$ cat src/rtl/parking_pkg.sv
// -----------------------------------------------------------------------------
// parking_pkg
// Shared definitions for the parking-lot occupancy controller:
//   - state_e   : controller FSM encoding (ST_IDLE, ST_DOOR)
//   - STAT_W    : width of the admission / reject statistics counters
//   - STAT_MAX  : saturation value of those counters
//   - sat_inc() : saturating increment used by the statistics counters
// -----------------------------------------------------------------------------
package parking_pkg;

  typedef enum logic {
    ST_IDLE = 1'b0,
    ST_DOOR = 1'b1
  } state_e;

  localparam int STAT_W = 16;
  localparam logic [STAT_W-1:0] STAT_MAX = {STAT_W{1'b1}};

  // Counters stick at STAT_MAX instead of wrapping back to zero.
  function automatic logic [STAT_W-1:0] sat_inc(input logic [STAT_W-1:0] value);
    return (value == STAT_MAX) ? value : value + 1'b1;
  endfunction

endpackage : parking_pkg

$ cat src/rtl/parking_slot_finder.sv
// -----------------------------------------------------------------------------
// parking_slot_finder
// Purely combinational status decode of the occupancy vector.
// Ports:
//   occupancy   in   NUM_SLOTS  bit i = slot i occupied
//   best_place  out  IDX_W      lowest-index free slot, 0 when none is free
//   best_valid  out  1          at least one slot is free
//   free_count  out  CNT_W      number of free slots
// -----------------------------------------------------------------------------
module parking_slot_finder #(
  parameter  int NUM_SLOTS = 8,
  localparam int IDX_W     = $clog2(NUM_SLOTS),
  localparam int CNT_W     = $clog2(NUM_SLOTS + 1)
) (
  input  logic [NUM_SLOTS-1:0] occupancy,
  output logic [IDX_W-1:0]     best_place,
  output logic                 best_valid,
  output logic [CNT_W-1:0]     free_count
);

  // NOTE: every output of a combinational block gets a default before any
  // conditional assignment; a path that leaves one unassigned infers a latch.
  always_comb begin
    best_place = '0;
    best_valid = 1'b0;
    free_count = '0;
    // Scan from the top down so the last hit written is the lowest free index.
    for (int i = NUM_SLOTS - 1; i >= 0; i--) begin
      if (!occupancy[i]) begin
        best_place = IDX_W'(i);
        best_valid = 1'b1;
      end
    end
    for (int i = 0; i < NUM_SLOTS; i++) begin
      free_count = free_count + CNT_W'(~occupancy[i]);
    end
  end

endmodule : parking_slot_finder

$ cat src/rtl/parking_lot_ctrl.sv
// -----------------------------------------------------------------------------
// parking_lot_ctrl
// Occupancy controller for an N-slot parking lot. Entry/exit sensor rises admit
// or release a car, open the door for DOOR_OPEN_CYCLES clocks, and events that
// arrive while the door is open are held one-deep per kind until it closes.
//
// Build option: define PARKING_STATS_EN to build the saturating admission and
// reject counters; without it entry_count / reject_count are tied to zero.
//
// Ports:
//   clk, rst         clock, synchronous active-high reset
//   entry_sensor     level, car at entry gate (already synchronised)
//   exit_sensor      level, car at exit gate (already synchronised)
//   exit_slot        slot being vacated, sampled on exit_sensor rise
//   occupancy        bit i = slot i occupied
//   free_count       number of free slots
//   best_place       lowest free slot (0 when full)
//   best_valid       a free slot exists
//   full             all slots occupied
//   door_open        door-open window active
//   reject_pulse     1-cycle: entry refused, lot full
//   exit_err         1-cycle: exit on a slot that was already free
//   entry_count      admitted cars (saturating)
//   reject_count     refused entries (saturating)
// -----------------------------------------------------------------------------
module parking_lot_ctrl
  import parking_pkg::*;
#(
  parameter  int NUM_SLOTS        = 8,
  parameter  int DOOR_OPEN_CYCLES = 100,
  localparam int IDX_W            = $clog2(NUM_SLOTS),
  localparam int CNT_W            = $clog2(NUM_SLOTS + 1)
) (
  input  logic              clk,
  input  logic              rst,
  input  logic              entry_sensor,
  input  logic              exit_sensor,
  input  logic [IDX_W-1:0]  exit_slot,
  output logic [NUM_SLOTS-1:0] occupancy,
  output logic [CNT_W-1:0]  free_count,
  output logic [IDX_W-1:0]  best_place,
  output logic              best_valid,
  output logic              full,
  output logic              door_open,
  output logic              reject_pulse,
  output logic              exit_err,
  output logic [STAT_W-1:0] entry_count,
  output logic [STAT_W-1:0] reject_count
);

  // A one-cycle window still needs a 1-bit timer.
  localparam int TMR_W = (DOOR_OPEN_CYCLES > 1) ? $clog2(DOOR_OPEN_CYCLES) : 1;
  localparam logic [TMR_W-1:0] TMR_LOAD = TMR_W'(DOOR_OPEN_CYCLES - 1);
  localparam logic [NUM_SLOTS-1:0] SLOT_ONE = {{(NUM_SLOTS-1){1'b0}}, 1'b1};

  state_e               state_q, state_d;
  logic [TMR_W-1:0]     timer_q, timer_d;
  logic [NUM_SLOTS-1:0] occ_q, occ_d;
  logic                 entry_sensor_q, exit_sensor_q;
  logic                 pend_entry_q, pend_entry_d;
  logic                 pend_exit_q, pend_exit_d;
  logic [IDX_W-1:0]     pend_slot_q, pend_slot_d;
  logic                 reject_q, reject_d;
  logic                 exit_err_q, exit_err_d;

  logic                 entry_rise, exit_rise;
  logic [IDX_W-1:0]     exit_sel;
  logic [NUM_SLOTS-1:0] exit_mask, entry_mask;
  logic                 exit_hit;

  assign entry_rise = entry_sensor & ~entry_sensor_q;
  assign exit_rise  = exit_sensor & ~exit_sensor_q;

  // A pending exit is older than a fresh rise, so it is served first.
  assign exit_sel   = pend_exit_q ? pend_slot_q : exit_slot;
  // Shifting past the top bit yields an empty mask, so an out-of-range slot
  // reads as free and is reported through exit_err.
  assign exit_mask  = SLOT_ONE << exit_sel;
  assign entry_mask = SLOT_ONE << best_place;
  assign exit_hit   = |(occ_q & exit_mask);

  parking_slot_finder #(
    .NUM_SLOTS (NUM_SLOTS)
  ) u_slot_finder (
    .occupancy  (occ_q),
    .best_place (best_place),
    .best_valid (best_valid),
    .free_count (free_count)
  );

  always_comb begin
    state_d      = state_q;
    timer_d      = timer_q;
    occ_d        = occ_q;
    pend_entry_d = pend_entry_q;
    pend_exit_d  = pend_exit_q;
    pend_slot_d  = pend_slot_q;
    reject_d     = 1'b0;
    exit_err_d   = 1'b0;

    unique case (state_q)
      ST_IDLE: begin
        if (pend_exit_q || exit_rise) begin
          if (exit_hit) begin
            occ_d   = occ_q & ~exit_mask;
            timer_d = TMR_LOAD;
            state_d = ST_DOOR;
          end else begin
            exit_err_d = 1'b1;
          end
          // A rise arriving while a pending exit is being served replaces it.
          pend_exit_d = pend_exit_q & exit_rise;
          if (pend_exit_q && exit_rise) pend_slot_d = exit_slot;
          // The exit owns this cycle; any entry waits its turn.
          pend_entry_d = pend_entry_q | entry_rise;
        end else if (pend_entry_q || entry_rise) begin
          if (best_valid) begin
            occ_d   = occ_q | entry_mask;
            timer_d = TMR_LOAD;
            state_d = ST_DOOR;
          end else begin
            reject_d = 1'b1;
          end
          pend_entry_d = pend_entry_q & entry_rise;
        end
      end

      ST_DOOR: begin
        // One-deep queue per kind; a second rise of the same kind is dropped.
        if (exit_rise && !pend_exit_q) begin
          pend_exit_d = 1'b1;
          pend_slot_d = exit_slot;
        end
        if (entry_rise) pend_entry_d = 1'b1;
        if (timer_q == '0) state_d = ST_IDLE;
        else               timer_d = timer_q - 1'b1;
      end

      default: state_d = ST_IDLE;
    endcase
  end

  // NOTE: sequential state uses non-blocking assignments only, so every
  // register samples the pre-edge value of every other register.
  always_ff @(posedge clk) begin
    if (rst) begin
      state_q        <= ST_IDLE;
      timer_q        <= '0;
      occ_q          <= '0;
      entry_sensor_q <= 1'b0;
      exit_sensor_q  <= 1'b0;
      pend_entry_q   <= 1'b0;
      pend_exit_q    <= 1'b0;
      pend_slot_q    <= '0;
      reject_q       <= 1'b0;
      exit_err_q     <= 1'b0;
    end else begin
      state_q        <= state_d;
      timer_q        <= timer_d;
      occ_q          <= occ_d;
      entry_sensor_q <= entry_sensor;
      exit_sensor_q  <= exit_sensor;
      pend_entry_q   <= pend_entry_d;
      pend_exit_q    <= pend_exit_d;
      pend_slot_q    <= pend_slot_d;
      reject_q       <= reject_d;
      exit_err_q     <= exit_err_d;
    end
  end

`ifdef PARKING_STATS_EN
  logic [STAT_W-1:0] entry_cnt_q, reject_cnt_q;
  logic              admit;

  // An admission is exactly a slot bit going from free to occupied.
  assign admit = |(occ_d & ~occ_q);

  always_ff @(posedge clk) begin
    if (rst) begin
      entry_cnt_q  <= '0;
      reject_cnt_q <= '0;
    end else begin
      if (admit)    entry_cnt_q  <= sat_inc(entry_cnt_q);
      if (reject_d) reject_cnt_q <= sat_inc(reject_cnt_q);
    end
  end

  assign entry_count  = entry_cnt_q;
  assign reject_count = reject_cnt_q;
`else
  assign entry_count  = '0;
  assign reject_count = '0;
`endif

  assign occupancy    = occ_q;
  assign full         = ~best_valid;
  assign door_open    = (state_q == ST_DOOR);
  assign reject_pulse = reject_q;
  assign exit_err     = exit_err_q;

endmodule : parking_lot_ctrl
$ cat config.mk
export PLATFORM = sky130hd
export DESIGN_NAME = parking_lot_ctrl
export DESIGN_NICKNAME = d
export VERILOG_FILES = /design/src/rtl/parking_pkg.sv /design/src/rtl/parking_slot_finder.sv /design/src/rtl/parking_lot_ctrl.sv
export SDC_FILE = /design/constraint.sdc
export NUM_CORES = 1
export LEC_CHECK = 0
export CAP_MARGIN = 20
export CORE_MARGIN = 2
export CORE_UTILIZATION = 41
export DETAILED_ROUTE_END_ITERATION = 8
export PLACE_DENSITY = 0.76
export SLEW_MARGIN = 30
export SYNTH_ARGS = -nofsm -noshare
export SYNTH_HDL_FRONTEND = slang
export SYNTH_HIERARCHICAL = 1
export SYNTH_SLANG_ARGS = --single-unit
$ cat constraint.sdc
create_clock -name clk -period 3.2 [get_ports clk]
set_input_delay 0.64 -clock clk [delete_from_list [all_inputs] [get_ports clk]]
set_output_delay 0.64 -clock clk [all_outputs]
set_load 0.02 [all_outputs]
### Register map, names as in the netlist, run 1

Drawn at 4 px/um.
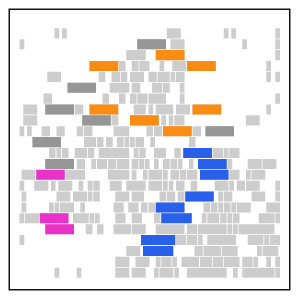
[blue] occupancy | placed flops: 8
[magenta] pend_slot_q | placed flops: 3
[orange] timer_q | placed flops: 7

### Signal wires on met3, run 1

Drawn at 4 px/um.
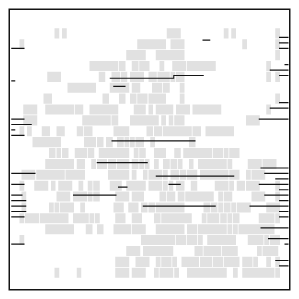
nets with wire on the layer: 46
main direction: horizontal

==> summary.txt, run 1 <==
Synth Area in Simple Gates: 21.3%
Reg power frac: 42.1%
share of cells above drive strength 1: 15.0%
Mapped Cells: 217
final instance area: 0.00214 sq mm
Final nets: 270
Worst Path Arrival: 3.03 ns
Pre-antenna DRT Iters: 4
MI comb cells: 167
Seq area share: 23.7%
pre-CTS setup slack: -0.626 ns
row cnt: 23
Synth logic family: simple AND/OR/NAND/NOR gates
Post-CTS Hold Fix Bufs: 0
Max Cap Viol: 0
Sw Share: 35.6%
metal2 WL: 1.60 mm
Sw Pwr: 312 uW
Hold WS: 0.491 ns
fmax: 0.273 GHz
Overflow after GRT: 0
post-synth top area cell: dfxtp_1
most used standard cell by instance count after synthesis: buf_4
VDD IR max: 169 uV
Inverters: 19
worst path bufs/invs: 4
bufs w/o clock: 38
total power draw: 877 uW
P_seq: 369 uW
Post-CTS Setup Inserts: 1
Top power group: registers
H-tree lvl count: 1
io pins: 59
Vias: 1,519
# diodes: 0
Slew Limit Fails: 0
Pint: 565 uW
post-route setup slack: -0.468 ns
PortBufs: 26
die area: 0.00487 sq mm
total negative slack: -1.31 ns
yosys stat area: 0.00177 sq mm
Total Routed Length: 3.56 mm
Max-area cell class: combinational gates
cycle use final: 115%
Power Combinational: 317 uW
HPWL Detailed: 2.74 mm
top sig layer: met4
placed cell areas: 0.00205 sq mm
CP startpoint kind: register
first-pass GRT wire length: 5.93 mm
CTS max path bufs: 2
Detailed Route Iter0 Violations: 50
Tmin final: 3.67 ns
fraction of area in non-clock buffers: 16.8%
Commonest Layout Cell: conb_1
Clock power frac: 21.8%
CP top delay family: adder cells
layout overhead on the synthesized area: 20.7%
number of global-route vias before repair: 1,313
top cells by count, synth: 32 x buf_4, 25 x dfxtp_1, 18 x inv_1
CLK BUF: 4
Core Region: 0.00409 sq mm
failing checks: setup timing
P_clk: 191 uW
total CTS buffers: 3
Comb area: 0.00109 sq mm
Crit path top cell by count: fa_1
clock sink total: 25
antenna violations before repair: 0
Tool Warnings: 30
GR Util All Layers: 14.7%
Pwr Density: 410 mW/mm^2
Critical Path RT: 2.56 ns
status: finished with violations
Leak: 0.000845 uW
routed wl met3: 247 um
Post-synth seq share: 28.2%
post-synth top area share: 28.2%
Die W: 69.8 um
Synth warnings: 6
# fillers: 372
final setup fails: 3
most frequent cells in the layout: 32 x conb_1, 22 x dfxtp_1, 22 x clkdlybuf4s50_1, 16 x inv_1, 16 x nand2_1
largest net degree at the start of global routing: 16
Insertion Delay late pin: 0.27 ns
Residual DRC: 0
DR vias/cell: 5.01
synthesized-area fraction occupied by adder cells: 8.05%
clk cell area share: 2.11%
Reg clk slew, reported paths: 0.09 ns
Unique cell types: 44
CP cell instances: fa_1 > inv_1 > fa_1 > fa_1 > ha_4 > inv_2 > fa_2 > inv_2 > buf_6
### Clock distribution, run 1

Drawn at 6 px/um.
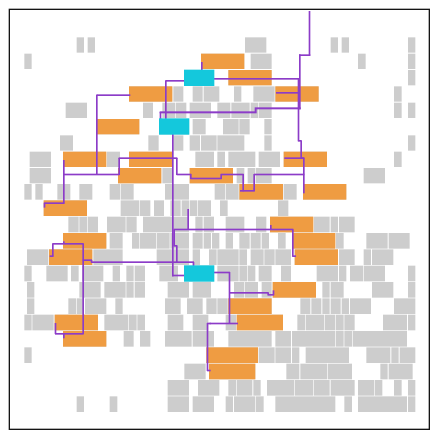
[purple] clock wires | length: 333 um
[orange] flip-flops | count: 25
[cyan] cells driving clock nets | count: 3
routed clock nets: 4

### Routing congestion map, run 1

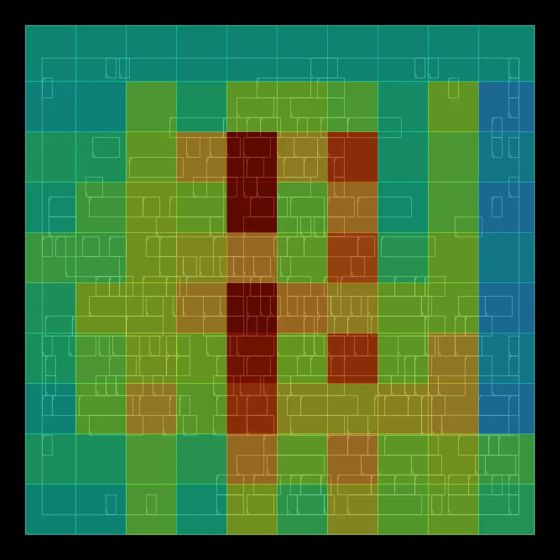
grt met2 use: 23.4%
GR Layer Usage met1: 20.4%
detailed-route wire length per cell: 11.7 um
GR peak layer: met2

==> run 1: final timing paths <==
kind | cells past startpoint | slack [ns] | end | from
setup / recovery | 9 | -0.47 | free_count[1] | occupancy[1]
hold / removal | 2 | 0.49 | pend_entry_q | pend_entry_q
setup reg to reg | 6 | 0.68 | timer_q[2] | pend_exit_q
hold reg to reg | 2 | 0.49 | pend_entry_q | pend_entry_q
==> run 1: per-stage QoR <==
step | instances | utilization [%]
floorplan | 248 | -
global placement | 297 | 50.3
detailed placement | 297 | 50.3
CTS | 302 | 51.7
global route | 303 | 52.4
finish | 303 | 52.4
==> run 1: routing by layer <==
layer / vias to the layer above / global-route usage (%)
met1: 694 / 20.4
met3: 4 / 2.03
met4: 0 / 4.70
li1: 764 / -
met5: - / 0
met2: 57 / 23.4
## Run 2: what changed since run 1
--- a/config.mk
+++ b/config.mk
@@ -10,6 +10,7 @@
 export CORE_UTILIZATION = 41
 export DETAILED_ROUTE_END_ITERATION = 8
 export PLACE_DENSITY = 0.76
+export SKIP_CTS_REPAIR_TIMING = 1
 export SLEW_MARGIN = 30
 export SYNTH_ARGS = -nofsm -noshare
 export SYNTH_HDL_FRONTEND = slang
### Routing congestion map, run 2

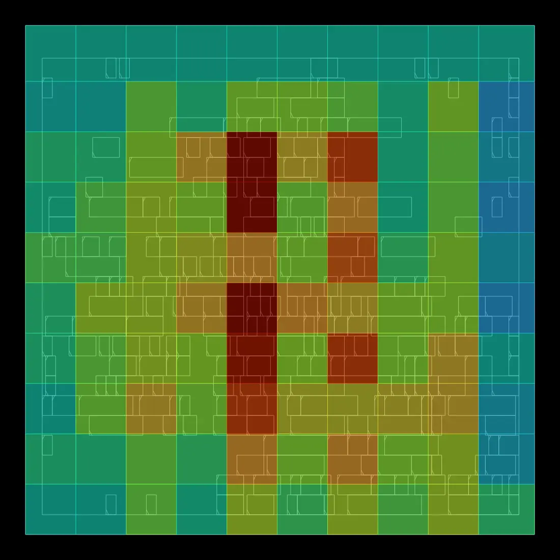
GR Util All Layers: 14.5%
GR Layer Usage met1: 20.2%
grt met2 use: 23.0%
met3 Use GR: 2.03%
detailed-route wire length per cell: 11.7 um

### Clock distribution, run 2

Drawn at 6 px/um.
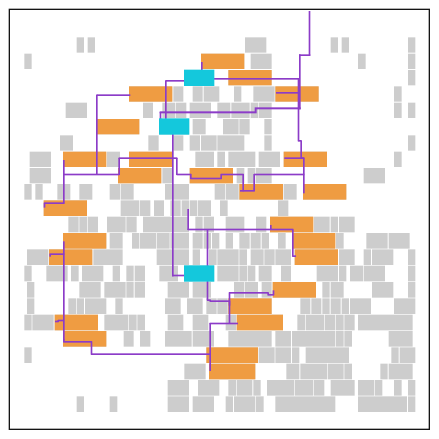
[orange] flip-flops | count: 25
[purple] clock wires | length: 328 um
[cyan] cells driving clock nets | count: 3
routed clock nets: 4

### Signal wires on met3, run 2

Drawn at 4 px/um.
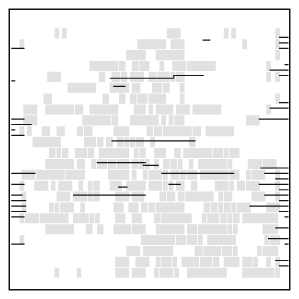
wire length on this layer: 233 um
main direction: horizontal

==> run 2 against run 1 <==
Net effect: the flow still finishes with violations (setup timing); sequential share of layout area rose by 0.20 points; critical path depth did not move; fmax barely moved; setup slack barely moved; area after synthesis did not move; count of clock-buffer cells in the layout did not move; flip-flop count did not move; sequential power barely moved; first-iteration DRC count did not move; die size did not move; largest cell class unchanged; highest routed layer unchanged.
==> summary.txt, run 2 <==
Critical Path RT: 2.56 ns (about the same)
Synth warnings: 6 (unchanged)
flop2flop setup slack: 0.69 ns (was 0.68 ns)
Sw Pwr: 308 uW (was 312 uW)
Max Cap Viol: 0 (unchanged)
worst path bufs/invs: 4 (unchanged)
Insertion Delay late pin: 0.27 ns (about the same)
Leak: 0.000836 uW (was 0.000845 uW)
CP startpoint kind: register (unchanged)
most frequent cells in the layout: 32 x conb_1, 22 x dfxtp_1, 22 x clkdlybuf4s50_1, 16 x inv_1, 16 x nand2_1 (unchanged)
Post-synth seq share: 28.2% (unchanged)
Min-Delay Endpoint: pend_entry_q (unchanged)
CP cell instances: fa_1 > inv_1 > fa_1 > fa_1 > ha_4 > inv_2 > fa_2 > inv_2 > buf_6 (unchanged)
Worst path depth: 9 (unchanged)
post-synth top area cell: dfxtp_1 (unchanged)
Synth Area in Simple Gates: 21.3% (unchanged)
Top power group: registers (unchanged)
final setup fails: 3 (unchanged)
fmax: 0.273 GHz (about the same)
post-synth top area share: 28.2% (unchanged)
beginning of the worst hold path: pend_entry_q (unchanged)
Pint: 558 uW (was 565 uW)
Core Region: 0.00409 sq mm (unchanged)
Die W: 69.8 um (unchanged)
Hold WS: 0.491 ns (about the same)
total negative slack: -1.22 ns (was -1.31 ns)
Setup crit end: free_count[1] (unchanged)
Tool Warnings: 29 (was 30)
Reg clk slew, reported paths: 0.09 ns (about the same)
VDD IR max: 169 uV (about the same)
DR vias/cell: 4.98 (was 5.01)
yosys stat area: 0.00177 sq mm (unchanged)
CTS max path bufs: 2 (unchanged)
largest net degree at the start of global routing: 16 (unchanged)
status: finished with violations (unchanged)
die area: 0.00487 sq mm (unchanged)
PortBufs: 26 (unchanged)
# diodes: 0 (unchanged)
P_seq: 369 uW (about the same)
H-tree lvl count: 1 (unchanged)
Vias: 1,505 (was 1,519)
total CTS buffers: 3 (unchanged)
Tmin final: 3.67 ns (about the same)
Reg power frac: 42.6% (was 42.1%)
non-filler cells, final: 302 (was 303)
Total Routed Length: 3.55 mm (was 3.56 mm)
CP top delay family: adder cells (unchanged)
antenna violations before repair: 0 (unchanged)
Mapped Cells: 217 (unchanged)
io pins: 59 (unchanged)
FF-to-FF End: timer_q[2] (unchanged)
cycle use final: 115% (about the same)
Clock power frac: 21.7% (was 21.8%)
Worst Path Arrival: 3.03 ns (about the same)
post-route setup slack: -0.467 ns (was -0.468 ns)
Final nets: 269 (was 270)
Worst Reg2Reg Path Length in Cells: 6 (unchanged)
Slew Limit Fails: 0 (unchanged)
clock sink total: 25 (unchanged)
Sw Share: 35.5% (was 35.6%)
failing checks: setup timing (unchanged)
-- run 2: cell counts after synthesis --
No cell type changed its count.
-- run 2: per-stage QoR --
step / setup slack (ns) / cell area, sq um
floorplan: -0.0830 / 1920
global placement: -0.586 / 2050
detailed placement: -0.626 / 2050
CTS: -0.932 / 2100
global route: -0.571 / 2120
finish: -0.467 / 2120
-- run 2: routing by layer --
layer,GRT usage [%],up-vias,share of wire [%],wire length [um]
met4,4.70,0,0.96,34
met5,0,-,0,0
met1,20.2,680,48,1690
li1,-,763,-,-
met2,23.0,58,45,1590
met3,2.03,4,6.6,233
-- run 2: area by class of cell --
type,count,area (sq um)
sequential,25,507
fill,375,1960
tap,50,62.6
inverter,19,71.3
clock buffer,4,45.0
timing repair buffer,37,342
multi-input combinational,167,1090
## Run 3: what changed since run 2
--- a/config.mk
+++ b/config.mk
@@ -11,6 +11,7 @@
 export DETAILED_ROUTE_END_ITERATION = 8
 export PLACE_DENSITY = 0.76
 export SKIP_CTS_REPAIR_TIMING = 1
+export SKIP_LAST_GASP = 1
 export SLEW_MARGIN = 30
 export SYNTH_ARGS = -nofsm -noshare
 export SYNTH_HDL_FRONTEND = slang
### Register map, names as in the netlist, run 3

Drawn at 4 px/um.
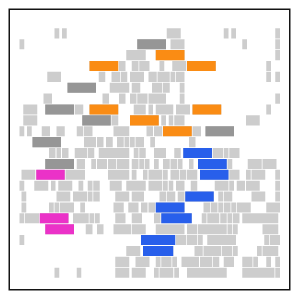
[orange] timer_q | placed flops: 7
[blue] occupancy | placed flops: 8
[magenta] pend_slot_q | placed flops: 3

### Clock distribution, run 3

Drawn at 6 px/um.
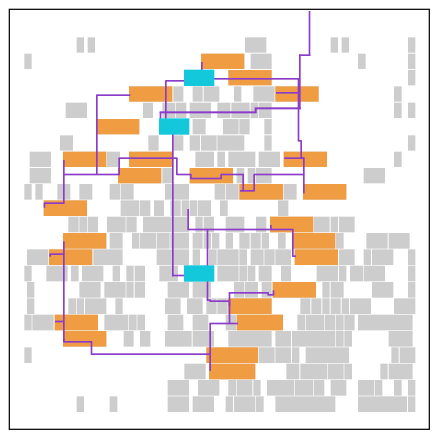
Clock power frac: 21.8%
worst clock skew: 0.00489 ns
Insertion Delay late pin: 0.27 ns
P_clk: 188 uW

### Routing congestion map, run 3

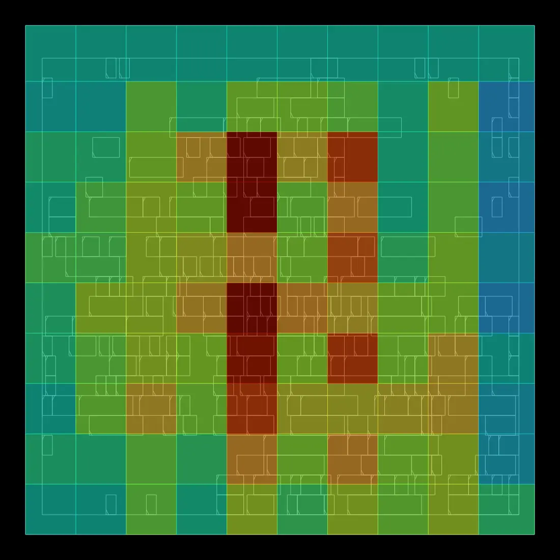
Core Util, Final: 51.8%
detailed-route wire length per cell: 11.8 um

==> run 3 against run 2 <==
Net effect: the flow still finishes with violations (setup timing); die size did not move; via count stayed put; first-iteration DRC count is 8.0% higher; fmax about the same; worst hold slack did not move; synthesized cell count unchanged; critical path type unchanged; flip-flop count unchanged; clock skew about the same; largest cell class unchanged; global-route usage unchanged; setup slack worse by 0.00095 ns.
==> summary.txt, run 3 <==
Critical Path RT: 2.56 ns (about the same)
P_seq: 369 uW (about the same)
Worst path depth: 9 (unchanged)
Post-synth seq share: 28.2% (unchanged)
Unique cell types: 44 (unchanged)
CP top delay family: adder cells (unchanged)
Tool Warnings: 29 (unchanged)
cycle use final: 115% (about the same)
HPWL Detailed: 2.74 mm (unchanged)
GR Util All Layers: 14.5% (unchanged)
Critical path origin: occupancy[1] (unchanged)
fmax: 0.273 GHz (about the same)
total negative slack: -1.24 ns (was -1.22 ns)
number of global-route vias before repair: 1,293 (unchanged)
Reg-to-Reg Start: pend_exit_q (unchanged)
Synth Area in Simple Gates: 21.3% (unchanged)
io pins: 59 (unchanged)
Worst Path Arrival: 3.03 ns (about the same)
top sig layer: met4 (unchanged)
synthesized-area fraction occupied by adder cells: 8.05% (unchanged)
VDD IR max: 169 uV (about the same)
Min-Delay Endpoint: pend_entry_q (unchanged)
Commonest Layout Cell: conb_1 (unchanged)
routed wl met3: 233 um (unchanged)
Synth warnings: 6 (unchanged)
Max Cap Viol: 0 (unchanged)
Metal-1 WL: 1.69 mm (about the same)
failing checks: setup timing (unchanged)
Final nets: 269 (unchanged)
clock sink total: 25 (unchanged)
non-filler cells, final: 302 (unchanged)
top cells by count, synth: 32 x buf_4, 25 x dfxtp_1, 18 x inv_1 (unchanged)
post-route setup slack: -0.468 ns (was -0.467 ns)
FF-to-FF End: timer_q[2] (unchanged)
most frequent cells in the layout: 32 x conb_1, 22 x dfxtp_1, 22 x clkdlybuf4s50_1, 16 x inv_1, 16 x nand2_1 (unchanged)
Vias: 1,505 (unchanged)
layout overhead on the synthesized area: 19.5% (was 19.7%)
total CTS buffers: 3 (unchanged)
Sw Share: 35.6% (was 35.5%)
Top power group: registers (unchanged)
Pint: 557 uW (was 558 uW)
Total Routed Length: 3.55 mm (about the same)
post-synth top area share: 28.2% (unchanged)
final setup fails: 3 (unchanged)
Hold WS: 0.491 ns (unchanged)
largest net degree at the start of global routing: 16 (unchanged)
Leak: 0.000836 uW (about the same)
Detailed Route Iter0 Violations: 54 (was 50)
Reg clk slew, reported paths: 0.09 ns (about the same)
WHS Path Cells: 2 (unchanged)
yosys stat area: 0.00177 sq mm (unchanged)
# diodes: 0 (unchanged)
status: finished with violations (unchanged)
total power draw: 864 uW (was 866 uW)
Pre-antenna DRT Iters: 4 (unchanged)
beginning of the worst hold path: pend_entry_q (unchanged)
Sw Pwr: 307 uW (was 308 uW)
antenna violations before repair: 0 (unchanged)
Slew Limit Fails: 0 (unchanged)
CTS max path bufs: 2 (unchanged)
share of cells above drive strength 1: 14.7% (unchanged)
H-tree lvl count: 1 (unchanged)
Power Combinational: 307 uW (was 308 uW)
Worst Reg2Reg Path Length in Cells: 6 (unchanged)
Residual DRC: 0 (unchanged)
final instance area: 0.00212 sq mm (about the same)
CP startpoint kind: register (unchanged)
# fillers: 377 (was 375)
DR vias/cell: 4.98 (unchanged)
Cells after DPL: 297 (unchanged)
Core Region: 0.00409 sq mm (unchanged)
-- run 3: cell counts in the layout (fill, tap and decap cells not counted) --
Identical to the previous run, type by type.
-- run 3: tightest hold or removal path: stages, from the launching register on --
cell	delay, ns
dfxtp_1	0.33
o41ai_1	0.06
a21oi_1	0.06
-- run 3: routing by layer --
| layer | vias up | GRT usage (%) |
|---|---|---|
| met5 | - | 0 |
| met4 | 0 | 4.70 |
| met3 | 4 | 2.03 |
| met2 | 58 | 23.0 |
| met1 | 680 | 20.2 |
| li1 | 763 | - |
-- run 3: layout make-up --
cell class	instances	area, sq um	area share (%)
clock buffer	4	45.0	2.13
inverter	19	71.3	3.37
multi-input combinational	167	1090	51.7
sequential	25	507	23.9
tap	50	62.6	2.95
timing repair buffer	37	338	15.9
Power figures rest on the tool's default switching activity, not on a simulated workload.
